==> config.mk <==
export PLATFORM = sky130hd
export DESIGN_NAME = rom_read_arbiter
export DESIGN_NICKNAME = d
export VERILOG_FILES = /design/src/rtl/rom_read_arbiter.sv
export SDC_FILE = /design/constraint.sdc
export NUM_CORES = 1
export LEC_CHECK = 0
export ABC_AREA = 1
export CORE_UTILIZATION = 24
export CTS_BUF_LIST = sky130_fd_sc_hd__clkbuf_4 sky130_fd_sc_hd__clkbuf_8
export DETAILED_ROUTE_END_ITERATION = 10
export GPL_TIMING_DRIVEN = 0
export PLACE_DENSITY_LB_ADDON = 0.2
export SETUP_SLACK_MARGIN = 0.5
export SYNTH_ARGS = -nofsm -noshare
export SYNTH_HDL_FRONTEND = slang
export SYNTH_SLANG_ARGS = --single-unit
export TNS_END_PERCENT = 20
==> constraint.sdc <==
create_clock -name clk -period 3.1 [get_ports clk]
set_input_delay 0.62 -clock clk [delete_from_list [all_inputs] [get_ports clk]]
set_output_delay 0.62 -clock clk [all_outputs]
set_load 0.05 [all_outputs]
Nets reached from selected ports:
Scale bar: 20 um.
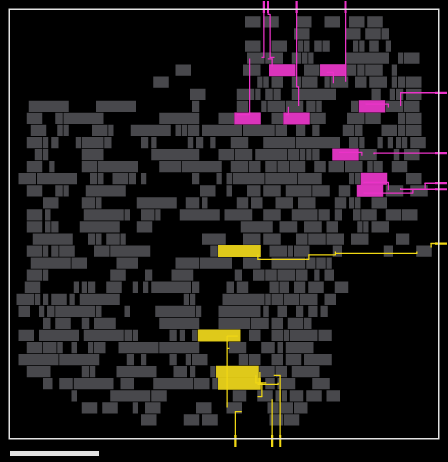
port	colour	direction	edge	end cells	buffers	wire
rsp_valid	yellow	output	3 south, 1 east	4	4	106 um
rom_addr	magenta	output	4 north, 4 east	8	8	152 um
PortBufs: 97
IO Pins: 98

Power grid:
Scale bar: 20 um. Pins as bars on the die edge.
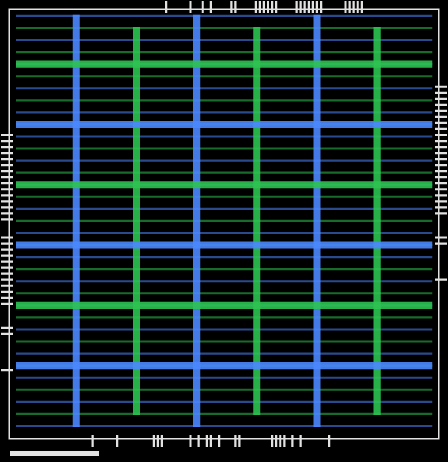
net	colour
VDD	green
VSS	blue
met5 straps	6
met4 straps	6
met1 rails	35
rows	34
signal pins	98
die extent in y: 96.5 um
die width: 96.5 um
core area: 8680 um^2

Placement density heat map:
Scale bar: 20 um. 10 x 10 tiles, from black (low) to pale yellow (high), 0 to 100% covered.
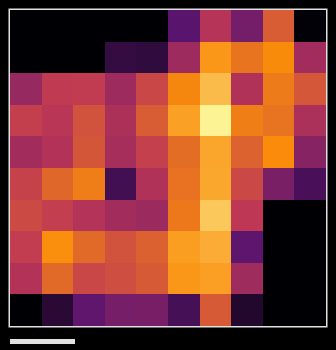
emptiest ninth of the die	south-east
mean over tiles	44%
nearly empty tiles	18%
tiles over 75% full	12%
fin util: 0.487
Init Core Util: 0.247

==> out/metrics.yaml <==
outcome:
  status: "finished, violations left"
  violations: "negative setup slack"
route:
  vias: 2348
  via_per_inst: 4.46
  drt-pass1-iter-count: 4
  drt_iter0_markers: 35
placed_design:
  gp_congestion: 0.732
  pre_cts_ws_ns: -1.03
sta:
  worst_slew_pin_slew_ns: 0.858
  drv_slew: 0
  layout_setup_ws_ns: -0.0886
  setup_violations: 12
  fin_skew_ns: 0.00603
  finalCriticalPeriod_ns: 3.19
  hold_viol: 0
logic_synthesis:
  ys_async_sr_fraction: 1.00
  edf_count: 0
  syn_nets: 323
  postSynthAreaPerCell_um2: 7.86
  flop_cell: "dfrtp_1"
cells_and_area:
  area_growth_syn_to_layout_pct: 97.2
  stdcell_count: 526
  drive_above_1_share: 0.392
  final_cell_mix: "nand2_1, clkdlybuf4s50_1, buf_4, dfrtp_1, o21ai_1"
grt:
  grt_overflow: 0
  top_usage_layer: "met2"
  use_met2: 0.285
clock_tree:
  hold_buffers: 0
setup_path:
  r2r_slack_ns: 0.64
  crit_type: "flop to primary output"
  crit_arrival_ns: 2.57
hold_path:
  hold_class: "input port to async pin"
## synthesized netlist by cell type, types with 2 or more instances
cell	count
nand2_1	110
dfrtp_1	36
nand3_1	29
o21ai_1	27
inv_1	14
a21oi_1	9
o21ai_2	8
inv_2	6
buf_6	5
nand2_4	5
nand2_2	4
nor2_4	3
buf_2	2
clkbuf_1	2
dfstp_2	2
## worst max-delay path: cells and delay by family, from the launching register on
family,cells,cell delay (ns)
buffers and inverters,6,0.74
DFF,1,0.61
and+or+nand+nor,9,0.91
## routing by layer
layer / up-vias / share of wire
met5: - / 0
met4: 0 / 0.010
met3: 7 / 0.067
met2: 68 / 0.49
met1: 1098 / 0.43
li1: 1175 / -
## what timing repair did
action / CTS / global route
gates resized: 149 / 26
buffers inserted: 29 / 7
cloned: 4 / 0
setup endpoints to repair: 12 / 12
pin swaps: 14 / 29
## metrics by stage
step	TNS [ns]	util	hold slack (ns)	instance area (um^2)
2_1_floorplan	0	-	0.324	2310
3_3_place_gp	-11.23	0.393	0.463	3410
3_5_place_dp	-11.37	0.393	0.469	3410
4_1_cts	-0.294	0.470	0.463	4080
5_1_grt	-2.22	0.487	0.497	4230
6_report	-0.634	0.487	0.442	4230
## cell type report
| cell class | instances | area, um^2 |
|---|---|---|
| repair buffers | 137 | 1360 |
| flip-flops and latches | 38 | 958 |
| fillers | 831 | 4450 |
| plain buffers | 10 | 139 |
| clock inverters | 1 | 30.0 |
| inverters | 21 | 108 |
| clock buffers | 7 | 90.1 |
| multi-input cells | 204 | 1410 |
| well taps | 108 | 135 |
## logic make-up after synthesis
logic type | Yosys count | share of synthesized area
simple gates | 157 | 0.348
compound gates | 47 | 0.128
flops | 38 | 0.445
buf+inv | 31 | 0.0793
